PDN straps and rails:
Scale bar: 100 µm. Pins as bars on the die edge. Tap cells in gray.
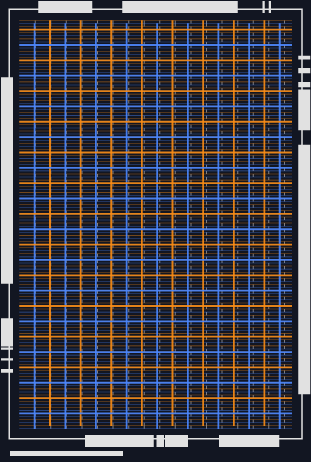
Cells colored by class:
Scale bar: 100 µm.
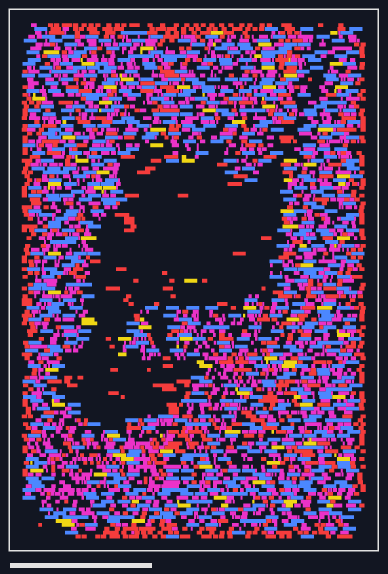
Routed clock nets over the placement:
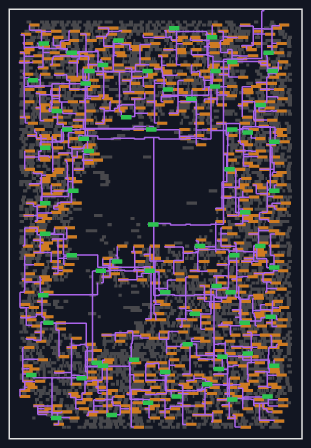
Wiring by layer:
Scale bar: 100 µm. Only two layers are drawn.
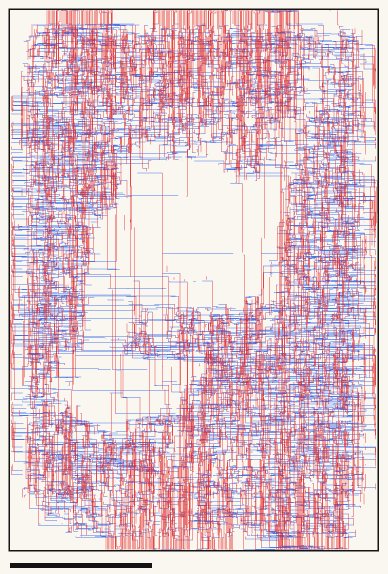
[config.mk]
export PLATFORM = sky130hd
export DESIGN_NAME = neureka_streamout_filter_flat
export DESIGN_NICKNAME = d
export VERILOG_FILES = /design/src/rtl/neureka_streamout_filter_if.sv /design/src/rtl/neureka_streamout_filter.sv /design/src/flat_wrapper.sv
export SDC_FILE = /design/constraint.sdc
export NUM_CORES = 1
export LEC_CHECK = 0
export CORE_ASPECT_RATIO = 1.5
export CORE_MARGIN = 8
export CORE_UTILIZATION = 36
export DETAILED_ROUTE_END_ITERATION = 12
export GPL_ROUTABILITY_DRIVEN = 0
export MAX_ROUTING_LAYER = met4
export PLACE_DENSITY = 0.61
export SETUP_SLACK_MARGIN = 0.1
export SLEW_MARGIN = 20
export SYNTH_ARGS = -nofsm -noshare
export SYNTH_HDL_FRONTEND = slang
export SYNTH_SLANG_ARGS = --single-unit
export TNS_END_PERCENT = 10
[constraint.sdc]
create_clock -name clk_i -period 2.6 [get_ports clk_i]
set_input_delay 0.65 -clock clk_i [delete_from_list [all_inputs] [get_ports clk_i]]
set_output_delay 0.65 -clock clk_i [all_outputs]
set_load 0.03 [all_outputs]
[src/rtl/neureka_streamout_filter_if.sv]
// Word stream between the engine, the output filter and the memory streamer.
// A word moves on a clock edge where valid and ready are both high.
interface hwpe_stream_intf_stream #(
   parameter int unsigned DATA_WIDTH = 32
);
   logic                    valid;
   logic                    ready;
   logic [DATA_WIDTH-1:0]   data;
   logic [DATA_WIDTH/8-1:0] strb;

   modport source (output valid, output data, output strb, input ready);
   modport sink   (input valid, input data, input strb, output ready);
endinterface

[src/rtl/neureka_streamout_filter.sv]
// Drops out-of-bounds PE words, trims channel byte strobes and counts tiles of the
// engine's store stream; a 2-entry registered FIFO decouples it from the streamer.
module neureka_streamout_filter #(
   parameter int unsigned DATA_WIDTH = 256,
   parameter int unsigned NR_PE      = 36,
   parameter int unsigned TILE_CNT_W = 16
) (
   input  logic                            clk_i,
   input  logic                            rst_ni,
   input  logic                            enable_i,
   input  logic                            clear_i,
   input  logic                            start_i,
   input  logic [NR_PE-1:0]                pe_mask_i,
   input  logic [TILE_CNT_W-1:0]           nb_tiles_i,
   input  logic [$clog2(DATA_WIDTH/8):0]   ch_bytes_i,
   hwpe_stream_intf_stream.sink            push_i,
   hwpe_stream_intf_stream.source          pop_o,
   output logic                            busy_o,
   output logic                            done_o,
   output logic [TILE_CNT_W-1:0]           tile_cnt_o,
   output logic [1:0]                      dbg_state_o
);
   // Both streams: a word transfers on a rising edge with valid & ready high; a source
   // never withdraws valid or changes data/strb before that edge, ready never feeds back
   // combinationally into valid.
   localparam int unsigned STRB_W = DATA_WIDTH / 8;
   localparam int unsigned CH_W   = $clog2(STRB_W) + 1;
   localparam int unsigned PE_W   = (NR_PE > 1) ? $clog2(NR_PE) : 1;

   typedef enum logic [1:0] {
      IDLE  = 2'd0,
      RUN   = 2'd1,
      DRAIN = 2'd2
   } state_e;

   state_e                state_q, state_d;
   logic [NR_PE-1:0]      pe_mask_q;
   logic [TILE_CNT_W-1:0] nb_tiles_q, tile_cnt_q, tile_inc;
   logic [CH_W-1:0]       ch_bytes_q;
   logic [PE_W-1:0]       pe_idx_q;
   logic                  done_q, done_d;

   logic [DATA_WIDTH-1:0] head_data_q, tail_data_q;
   logic [STRB_W-1:0]     head_strb_q, tail_strb_q, byte_mask, in_strb;
   logic [1:0]            fifo_cnt_q;
   logic                  fifo_full, fifo_empty, fwd, last_pe;
   logic                  push_hs, fifo_push, fifo_pop;

   assign fifo_full  = (fifo_cnt_q == 2'd2);
   assign fifo_empty = (fifo_cnt_q == 2'd0);
   assign fwd        = pe_mask_q[pe_idx_q];
   assign last_pe    = (pe_idx_q == PE_W'(NR_PE - 1));
   assign tile_inc   = tile_cnt_q + TILE_CNT_W'(1);

   // Dropped words only wait on enable; forwarded ones also on the registered full flag.
   assign push_i.ready = (state_q == RUN) & enable_i & ~clear_i & (~fwd | ~fifo_full);
   assign push_hs      = push_i.valid & push_i.ready;
   assign fifo_push    = push_hs & fwd;
   assign fifo_pop     = pop_o.valid & pop_o.ready;

   always_comb begin
      byte_mask = '0;
      for (int i = 0; i < STRB_W; i++) begin
         byte_mask[i] = (ch_bytes_q == '0) || (CH_W'(i) < ch_bytes_q);
      end
   end

   assign in_strb = push_i.strb & byte_mask;

   always_comb begin
      state_d = state_q;
      done_d  = 1'b0;
      case (state_q)
         IDLE: begin
            if (start_i) state_d = (nb_tiles_i == '0) ? DRAIN : RUN;
         end
         RUN: begin
            if (push_hs && last_pe && (tile_inc == nb_tiles_q)) state_d = DRAIN;
         end
         DRAIN: begin
            // done is registered, so DRAIN lasts one extra cycle while it is shown
            if (done_q)          state_d = IDLE;
            else if (fifo_empty) done_d  = 1'b1;
         end
         default: state_d = IDLE;
      endcase
      if (clear_i) begin
         state_d = IDLE;
         done_d  = 1'b0;
      end
   end

   always_ff @(posedge clk_i or negedge rst_ni) begin
      if (!rst_ni) begin
         state_q    <= IDLE;
         done_q     <= 1'b0;
         pe_mask_q  <= '0;
         nb_tiles_q <= '0;
         ch_bytes_q <= '0;
         pe_idx_q   <= '0;
         tile_cnt_q <= '0;
      end else begin
         state_q <= state_d;
         done_q  <= done_d;
         if (clear_i) begin
            pe_idx_q   <= '0;
            tile_cnt_q <= '0;
         end else if ((state_q == IDLE) && start_i) begin
            pe_mask_q  <= pe_mask_i;
            nb_tiles_q <= nb_tiles_i;
            ch_bytes_q <= ch_bytes_i;
            pe_idx_q   <= '0;
            tile_cnt_q <= '0;
         end else if (push_hs) begin
            if (last_pe) begin
               pe_idx_q   <= '0;
               tile_cnt_q <= tile_inc;
            end else begin
               pe_idx_q <= pe_idx_q + PE_W'(1);
            end
         end
      end
   end

   // Head slot drives the output directly; pops are not gated by enable so a
   // transferred word is never presented twice.
   always_ff @(posedge clk_i or negedge rst_ni) begin
      if (!rst_ni) begin
         fifo_cnt_q  <= 2'd0;
         head_data_q <= '0;
         head_strb_q <= '0;
         tail_data_q <= '0;
         tail_strb_q <= '0;
      end else if (clear_i) begin
         fifo_cnt_q  <= 2'd0;
         head_data_q <= '0;
         head_strb_q <= '0;
         tail_data_q <= '0;
         tail_strb_q <= '0;
      end else begin
         case (fifo_cnt_q)
            2'd0: begin
               if (fifo_push) begin
                  head_data_q <= push_i.data;
                  head_strb_q <= in_strb;
                  fifo_cnt_q  <= 2'd1;
               end
            end
            2'd1: begin
               if (fifo_push && fifo_pop) begin
                  head_data_q <= push_i.data;
                  head_strb_q <= in_strb;
               end else if (fifo_push) begin
                  tail_data_q <= push_i.data;
                  tail_strb_q <= in_strb;
                  fifo_cnt_q  <= 2'd2;
               end else if (fifo_pop) begin
                  fifo_cnt_q <= 2'd0;
               end
            end
            default: begin
               if (fifo_pop) begin
                  head_data_q <= tail_data_q;
                  head_strb_q <= tail_strb_q;
                  fifo_cnt_q  <= 2'd1;
               end
            end
         endcase
      end
   end

   assign pop_o.valid = ~fifo_empty;
   assign pop_o.data  = head_data_q;
   assign pop_o.strb  = head_strb_q;

   assign busy_o      = (state_q != IDLE);
   assign done_o      = done_q;
   assign tile_cnt_o  = tile_cnt_q;
   assign dbg_state_o = state_q;

endmodule

[src/flat_wrapper.sv]
// flat-port wrapper written by rule: the top's interface ports become plain ports
module neureka_streamout_filter_flat 
#(
   parameter int unsigned DATA_WIDTH = 256,
   parameter int unsigned NR_PE      = 36,
   parameter int unsigned TILE_CNT_W = 16
)
  (clk_i, rst_ni, enable_i, clear_i, start_i, pe_mask_i, nb_tiles_i, ch_bytes_i, busy_o, done_o, tile_cnt_o, dbg_state_o, push_i_valid, push_i_data, push_i_strb, push_i_ready, pop_o_valid, pop_o_data, pop_o_strb, pop_o_ready);
  hwpe_stream_intf_stream #(.DATA_WIDTH(DATA_WIDTH)) push_i_i ();
  hwpe_stream_intf_stream #(.DATA_WIDTH(DATA_WIDTH)) pop_o_i ();
  input  logic clk_i;
  input  logic rst_ni;
  input  logic enable_i;
  input  logic clear_i;
  input  logic start_i;
  input  logic [NR_PE-1:0] pe_mask_i;
  input  logic [TILE_CNT_W-1:0] nb_tiles_i;
  input  logic [$clog2(DATA_WIDTH/8):0] ch_bytes_i;
  output logic busy_o;
  output logic done_o;
  output logic [TILE_CNT_W-1:0] tile_cnt_o;
  output logic [1:0] dbg_state_o;
  input wire logic [$bits(push_i_i.valid)-1:0] push_i_valid;
  input wire logic [$bits(push_i_i.data)-1:0] push_i_data;
  input wire logic [$bits(push_i_i.strb)-1:0] push_i_strb;
  output wire logic [$bits(push_i_i.ready)-1:0] push_i_ready;
  output wire logic [$bits(pop_o_i.valid)-1:0] pop_o_valid;
  output wire logic [$bits(pop_o_i.data)-1:0] pop_o_data;
  output wire logic [$bits(pop_o_i.strb)-1:0] pop_o_strb;
  input wire logic [$bits(pop_o_i.ready)-1:0] pop_o_ready;
  assign push_i_i.valid = push_i_valid;
  assign push_i_i.data = push_i_data;
  assign push_i_i.strb = push_i_strb;
  assign push_i_ready = push_i_i.ready;
  assign pop_o_valid = pop_o_i.valid;
  assign pop_o_data = pop_o_i.data;
  assign pop_o_strb = pop_o_i.strb;
  assign pop_o_i.ready = pop_o_ready;
  neureka_streamout_filter #(.DATA_WIDTH(DATA_WIDTH), .NR_PE(NR_PE), .TILE_CNT_W(TILE_CNT_W)) u_core (.clk_i(clk_i), .rst_ni(rst_ni), .enable_i(enable_i), .clear_i(clear_i), .start_i(start_i), .pe_mask_i(pe_mask_i), .nb_tiles_i(nb_tiles_i), .ch_bytes_i(ch_bytes_i), .push_i(push_i_i), .pop_o(pop_o_i), .busy_o(busy_o), .done_o(done_o), .tile_cnt_o(tile_cnt_o), .dbg_state_o(dbg_state_o));
endmodule
==> GITHUB_STEP_SUMMARY <==
### Flow metrics

| Metric | Value |
|---|---|
| Cell family with most CP delay | multiplexers |
| Slack of the worst reg-to-reg path | -660 ps |
| Syn Inst Count | 3047 |
| Worst R2R Start | u_core.pe_idx_q[0] |
| Fraction of layout instances using a drive strength above 1 | 0.240 |
| Final core occ | 0.527 |
| CTS Hold Bufs | 1 |
| Synth warn | 0 |
| DP Worst Slack | -357 ps |
| TritonCTS clock tree | done |
| Final Skew | 28.9 ps |
| Log Warnings | 44 |
| Worst-Margin Slew | 1270 ps |
| Standby leakage power | 0.0186 µW |
| Num CTS Buffers | 69 |
| Status | complete, but fails checks |
| Core area | 0.0874 mm² |
| Site Rows | 133 |
| Unrepaired setup endpoints after global routing | true |
| Grt total ovfl | 0 |
| Ys cells | 3047 |
| Vias in the first global route | 26.3k |
| CTS H-tree lvls | 3 |
| CTS max path bufs | 3 |
| Cell type with the largest total area | dfrtp_1 |
| Post-synth regs | 661 |
| Worst-path clk slew | 60 ps |
| Worst Setup Slack, final | -784 ps |
| EDFF count, synth | 0 |
| Setup-failing EPs final | 602 |
| Fin. max-slew vios | 0 |
| CP bufs+invs | 2 |
| Final #Nets | 4150 |
| Top Ports | 663 |
| Largest net degree at the start of global routing | 196 |
| Placed cell count | 4775 |
| Post-synth top area share | 0.523 |
| Clk ins delay skew pair | 640 ps |
| Floorplan core density | 0.362 |
| Worst Hold Class | in2async |
| Synth top cell by count | dfrtp_1 |
| Failing checks | setup timing |
| Global-route wire length before repair | 165000 µm |
| Seq/Total Area, Yosys | 0.523 |
| Pwr per Cell Area | 518 mW/mm² |
| Fill cell count | 7788 |
| Clock sink total | 661 |
| Commonest cells in the netlist | dfrtp_1 (661), nand2_1 (588), nor2_1 (338) |
| Placed Instance Area | 0.0405 mm² |
| CP most frequent cell | buf_6 |
| Worst path cell trace | buf_6 > mux4_2 > and3_4 > a211oi_4 > a211o_1 > a21oi_2 > and4b_2 > buf_6 |
| Final Hold Fails | 0 |
| Synthesized area | 0.0317 mm² |
| Top cell excl fill/tap | clkdlybuf4s50_1 |
| Fin cells | 5027 |
| Final Cycle Share | 1.30 |
| Die span in x | 258 µm |
| Fmax | 296 MHz |
| Synth cell types | 72 |
| Post-CTS resize count | 92 |
| Most used DFF post-synth | dfrtp_1 |
| DRC | 0 |
| Maximum fanout along the worst path | 6 |
| Slowest cell delay on critical path | 490 ps |
| Worst VDD drop | 0.472 mV |
| Reg2reg path depth | 15 |
| CTS root buf | clkbuf_16 |
| Net Count, Synth | 3402 |
| Total power | 23900 µW |
| Avg Cell Area, Syn | 10.4 µm² |
| Normalized max-slew margin | 0.153 |
## Picture notes: 'PDN straps and rails'
| color | net |
|---|---|
| orange | VDD |
| blue | VSS |
signal pins: 663
rows: 133
tap cells: 1147

## Picture notes: 'cells colored by class'
| color | class | cells | share of their area |
|---|---|---|---|
| magenta | combinational and other logic | 2123 | 33% |
| yellow | clock drivers and dummy loads | 124 | 5.1% |
| blue | sequential cells | 661 | 37% |
| red | remaining buffers and delay cells | 940 | 24% |

## Picture notes: 'routed clock nets over the placement'
[orange] flip-flops | count: 661
[purple] clock wires | length: 9670 µm
[green] clock drivers | count: 69
routed clock nets: 70

## Picture notes: 'wiring by layer'
| color | layer | wire length |
|---|---|---|
| red | metal 2 | 57.8 mm |
| blue | metal 1 | 48.0 mm |
overall global routing resource usage: 0.223
Post-Route WL: 115000 µm
Vias: 26.3k
wire per inst: 23.0 µm

[final cells by class]
class / count / area share
tap: 1147 / 0.0311
clock buffer: 104 / 0.0439
multi-input combinational: 2116 / 0.323
timing repair buffer: 940 / 0.235
sequential: 661 / 0.359
inverter: 7 / 0.000570
clock inverter: 20 / 0.00529
antenna: 32 / 0.00174
[state kept, by name, summed over array words and instances (netlist names)]
register / count
u_core.pe_mask_q: 36
u_core.tail_data_q: 256
u_core.ch_bytes_q: 6
u_core.pop_o.strb: 32
u_core.done_o: 1
u_core.fifo_cnt_q: 2
u_core.pop_o.data: 256
u_core.pe_idx_q: 6
u_core.tile_cnt_o: 16
u_core.dbg_state_o: 2
u_core.tail_strb_q: 32
u_core.nb_tiles_q: 16
[power breakdown]
group / total, µW / leakage (µW) / switching, µW / internal (µW)
Clock: 10200 / 0.00111 / 4370 / 5810
Sequential: 10800 / 0.00908 / 217 / 10600
Combinational: 2920 / 0.00846 / 1540 / 1370
[cells by family after synthesis]
logic type,Yosys count,share of synthesized area
fa+ha+maj,2,0.000790
flops,661,0.523
simple gates,1228,0.175
buf+inv,270,0.0379
compound gates,525,0.146
xor+xnor,26,0.00719
mux,335,0.111
[worst max-delay path by stage]
stage                                          to  slack [ps]  cells past startpoint
after floorplan                      push_i_ready         -40                      7
after global placement    u_core.tail_data_q[240]        -380                     11
after detailed placement  u_core.tail_data_q[238]        -360                     11
after CTS                            push_i_ready        -790                      8
after global routing                 push_i_ready        -890                      8
final                                push_i_ready        -780                      8
[routing by layer]
layer  up-vias  global-route usage  share of wire
met4         0              0.0722          0.023
met1     13220               0.275           0.42
li1      12131                   -              -
met3       137              0.0480          0.060
met2       785               0.364           0.50
met5         -                   -              0
Power is estimated from default activity; no workload was simulated.
